Fig. 1: run 1, routed clock nets over the placement
Scale bar: 20 um.
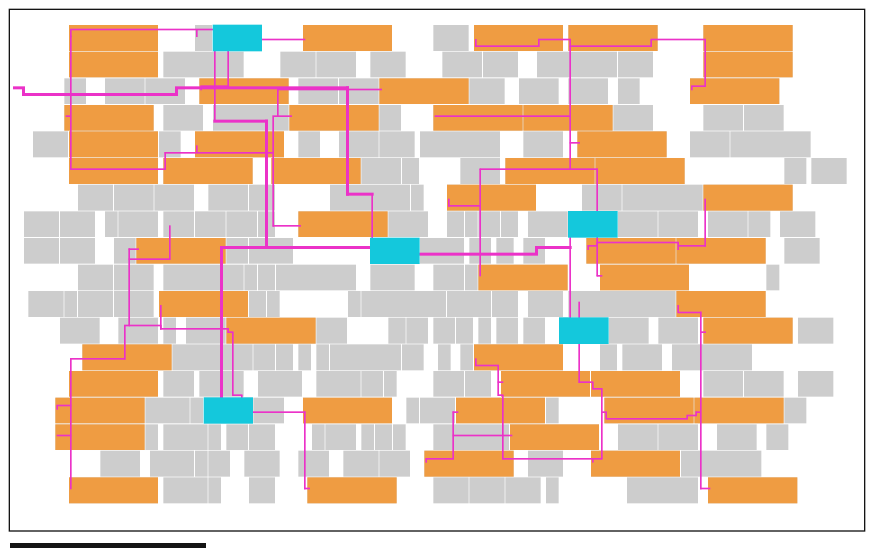
Fig. 2: run 1, metal layers overlaid
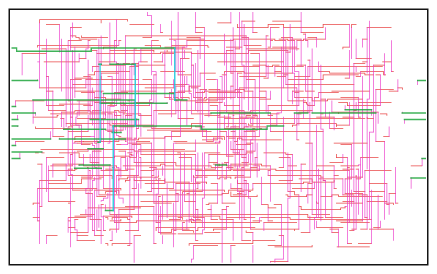
Fig. 3: run 1, placed cells, one color a class
Fill, decap, tap and diode cells in gray.
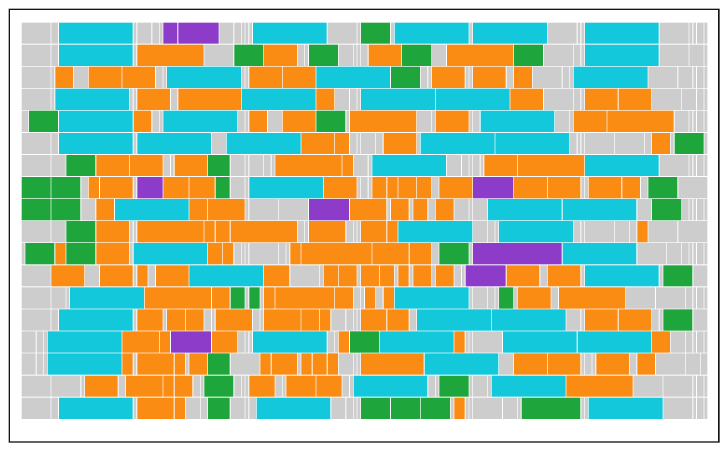
Design ps2_key_event_decoder, sky130hd; sources not shown.
==> results.txt, run 1 <==
The layout was made with Yosys and OpenROAD.

Before placement the cells fill 63.2% of the core. Entering global routing, the biggest net connects 38 pins. Per the OpenROAD timing report, the critical path contains 11 cells. The script computed a power per unit cell area of 560 nW/um^2. Global routing used 42.3% of the available met2 tracks. The total length of routed met3 wires is 262 um.

The longest individual stage delay on the worst path is 0.50 ns. The starting DRC count in detailed routing is 108. The flow ran to the end, and the final reports show no timing, DRC or antenna violations.

Combinational power for this build is 645 uW. STA classifies the critical path endpoint as a flip-flop. The minimum setup slack after placement is -0.488 ns. The final antenna diode count is 0. The top-level port count is 29. The cell area after placement is 2990 sq um. Per the timing report, the achievable frequency comes out to 0.286 GHz. The met1 wire length is 2.33 mm. The dominant register cell is sky130_fd_sc_hd__dfrtp_1. The fraction of final layout cells sized beyond drive strength 1 is 32.1%. STA classifies the critical path startpoint as a primary input. The report shows a maximum critical-path fanout of 6. Yosys reports that the most numerous cell types are 51 x sky130_fd_sc_hd__dfrtp_1, 41 x sky130_fd_sc_hd__mux2_2, 16 x sky130_fd_sc_hd__inv_1, 12 x sky130_fd_sc_hd__nor2b_1. The analysis reports a worst IR drop on VDD of 0.455 mV.

Counting every net in the synthesized netlist gives 220. The signal on the critical path passes through clkdlybuf4s50_1, inv_1, ha_1, xnor3_1, xnor2_1, nor4_4, or2b_2, ha_1, inv_1, fa_1, mux2i_1. The arrival time reported for the critical path endpoint is 3.67 ns. The clock input transition at the sequential cells of the worst setup and hold paths is 0.09 ns. The number of buffers inserted by port buffering is 28.

The final-layout setup total negative slack is 0 ns. The iteration tally of the first detailed-router pass is 7.
-- Fig. 1 (at the start) --
Orange stands for flip-flops, count 51. Cyan stands for cells driving clock nets, count 5. Magenta stands for clock wires, length 540 um.
Position of the flops: spread over the die. There are 6 routed clock nets.
part of the power in the clock network: 22.5%
clock insertion delay at the later pin of the skew report: 0.31 ns
Clk power: 394 uW

-- Fig. 2 (at the start) --
Green stands for met3, wire length 262 um. Magenta stands for met2, wire length 2580 um. Cyan stands for met4, wire length 57.8 um. Red stands for met1, wire length 2330 um.
per-cell routed wire length: 17.8 um
count of vias placed by the detailed router: 1673

-- Fig. 3 (at the start) --
Green stands for other buffers and delay cells, cells 36, share of their area 11%. Cyan stands for flip-flops, cells 51, share of their area 42%. Orange stands for all other logic, cells 139, share of their area 44%. Purple stands for clock drivers and dummy loads, cells 8, share of their area 3.7%.
area inside the core boundary: 4140 sq um
total number of placement rows: 18
fraction of the core area covered by cells at the end of the flow: 75.7%

run 1: area by class of cell:
type	count	area (sq um)
buffer	4	18.8
sequential	51	1280
inverter	16	60.1
tap	60	75.1
fill	270	1010
multi-input combinational	123	1270
clock inverter	3	43.8
timing repair buffer	32	323
clock buffer	5	68.8
run 1: worst reg2reg max path: cells and delay by family, from the launching register on:
kind / cells / cell delay [ns]
buf+inv: 1 / 0.06
simple gates: 3 / 0.84
flops: 1 / 0.45
fa+ha+maj: 2 / 0.57
xor+xnor: 2 / 0.30
run 1: timing repair:
action                                  CTS  global route
endpoints found under the setup margin   32             2
hold endpoints to repair                  0             0
gates resized                             1             0
pin swaps                                 0             1
cloned                                    0             0
hold buffers                              0             0
setup buffers                             0             3
Fig. 4: run 1, pin map
Pins as bars across the die edge, other pins in gray.
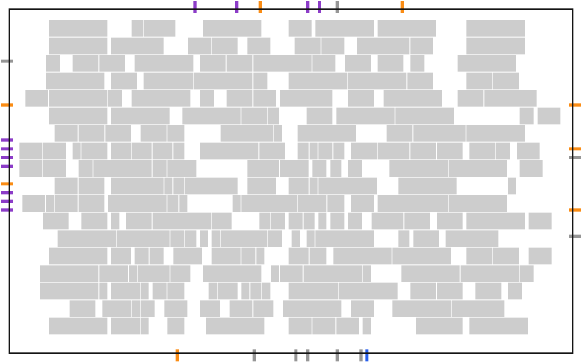

==> run 2, diff against run 1 <==
Settings changed: REMOVE_ABC_BUFFERS set to 1.
Fig. 5: run 2, pin map
Pins as bars across the die edge, other pins in gray.
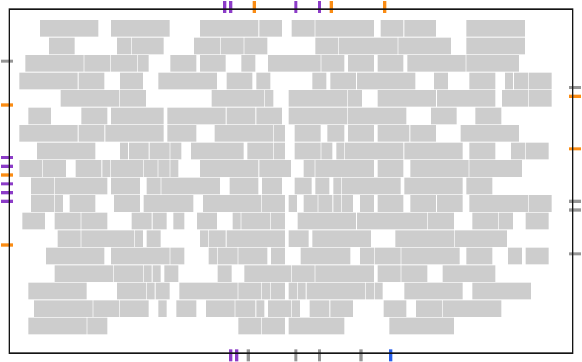
Orange stands for `ev_code`, pins 8, direction output, edge 3 left, 3 top, 2 right. Blue stands for `overflow`, pins 1, direction output, edge bottom. Purple stands for `b_reg`, pins 11, direction input, edge 5 left, 4 top, 2 bottom.
All pins by edge: 9 left, 7 top, 7 bottom, 6 right.
die height: 53.2 um
quantity of I/O buffers inserted on ports: 28
Die X: 87.3 um

==> run 2 against run 1 <==
Maximum frequency rose by 0.58%. First-iteration DRC count rose by 1.9%. Wire length rose by 1.1%. Sequential share of layout area rose by 0.098 points. Via count fell by 3.5%. Power rose by 0.19%. Worst hold slack got worse by 0.0021 ns. Cell area fell by 0.24%. Sequential power rose by 9.1%. Non-clock buffer count fell by 5. Clock power rose by 1%. Critical path type is now reg -> out. Critical endpoint is now ev_code[4]. Largest cell class is now logic gates.
==> results.txt, run 2 <==
The layout was made with Yosys and OpenROAD.

The highest achievable clock rate is 0.288 GHz (was 0.286 GHz). The number of post-CTS setup repair buffers is 0 (unchanged). The total power density per cell area is 562 nW/um^2 (was 560 nW/um^2). The minimum setup slack after placement is -0.465 ns (was -0.488 ns). The number of rows in the core area was 18 (unchanged). The final antenna diode count is 0 (unchanged).

The starting DRC count in detailed routing was 110 (was 108). The clock latency on the worst-skew pair is 0.31 ns (about the same). The number of global-route vias before repair is 1668 (was 1748).

The final-layout setup total negative slack was 0 ns (unchanged). The arrival time reported for the critical path endpoint is 2.88 ns (was 3.67 ns). The met2 track utilization from global routing came to 41.8% (was 42.3%). The critical path's slowest cell is sky130_fd_sc_hd__clkdlybuf4s50_1 (unchanged).

The worst-path maximum fanout is 12 (was 6). The residual overflow from global routing is 0 (unchanged). The summed standard-cell area reported by yosys is 2620 sq um (unchanged). The largest net degree at the start of global routing came to 26 (was 38). The clock tree buffer depth is 2 (unchanged).

The count of non-filler cells in the finished layout is 289 (was 294). The area of the core came to 4140 sq um (unchanged). The total of warnings raised by yosys is 6 (unchanged). The cell area after placement is 3000 sq um (was 2990 sq um). The met1 wire length is 2.47 mm (was 2.33 mm). The most common cell in the netlist is sky130_fd_sc_hd__dfrtp_1 (unchanged). The total length of routed met3 wires is 278 um (was 262 um). The top-level port count came to 29 (unchanged). The critical path endpoint category is an output pin (was flip-flop). The fraction of final layout cells sized beyond drive strength 1 came to 31.9% (was 32.1%). The dominant register cell is sky130_fd_sc_hd__dfrtp_1 (unchanged). The critical path depth in cells is 3 (was 11).

The startpoint kind of the worst setup timing path is a flip-flop (was primary input). The number of gates resized after cts is 1 (unchanged). Leading cell types by count after synthesis: 51 x sky130_fd_sc_hd__dfrtp_1, 41 x sky130_fd_sc_hd__mux2_2, 16 x sky130_fd_sc_hd__inv_1, 12 x sky130_fd_sc_hd__nor2b_1 (unchanged).

The number of vias in the routed layout was 1615 (was 1673). The iteration tally of the first detailed-router pass is 4 (was 7). The clock input transition at the sequential cells of the worst setup and hold paths is 0.09 ns (about the same). The met2 layer wire length in the routed design came to 2.48 mm (was 2.58 mm). The routed length per instance is 18.3 um (was 17.8 um). The peak supply drop came to 0.333 mV (was 0.455 mV). The pre-placement core utilization came to 63.2% (unchanged).

Run status: finished, final reports clean (unchanged). The number of flip-flops and latches in the synthesized netlist is 51 (unchanged).
Fig. 6: run 2, placed cells, one color a class
Fill, decap, tap and diode cells in gray.
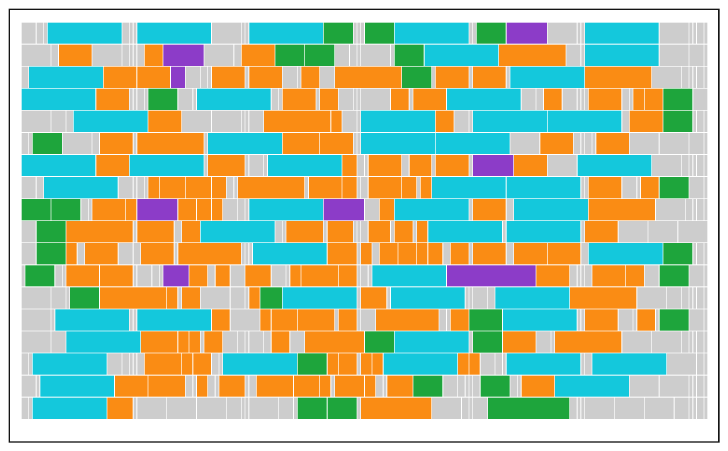
Purple stands for clock drivers and dummy loads, cells 8, share of their area 3.7%. Cyan stands for flip-flops, cells 51, share of their area 42%. Green stands for other buffers and delay cells, cells 31, share of their area 11%. Orange stands for all other logic, cells 139, share of their area 44%.
final design area excluding fillers: 3130 sq um
fraction of the core area covered by cells at the end of the flow: 75.5%
Seq area share: 40.8%

==> run 2: area by class of cell <==
type | instances | area [sq um]
Sequential cell | 51 | 1280
Clock inverter | 3 | 43.8
Timing Repair Buffer | 31 | 327
Clock buffer | 5 | 68.8
Fill cell | 281 | 1010
Inverter | 16 | 60.1
Multi-Input combinational cell | 123 | 1280
Tap cell | 60 | 75.1
==> run 2: cells by family after synthesis <==
logic type	synth area share, %
mux	26.6
flops	48.7
simple gates	11.3
buf+inv	3.01
fa+ha+maj	5.54
xor+xnor	3.54
compound gates	1.29
==> run 2: power breakdown <==
part           total [uW]  internal (uW)  leakage [uW]  switching, uW
logic                 578            246      0.000724            332
clock network         399            207     0.0000581            192
registers             782            648      0.000693            134
No activity file was given, so power comes from the tool's default toggle rates.
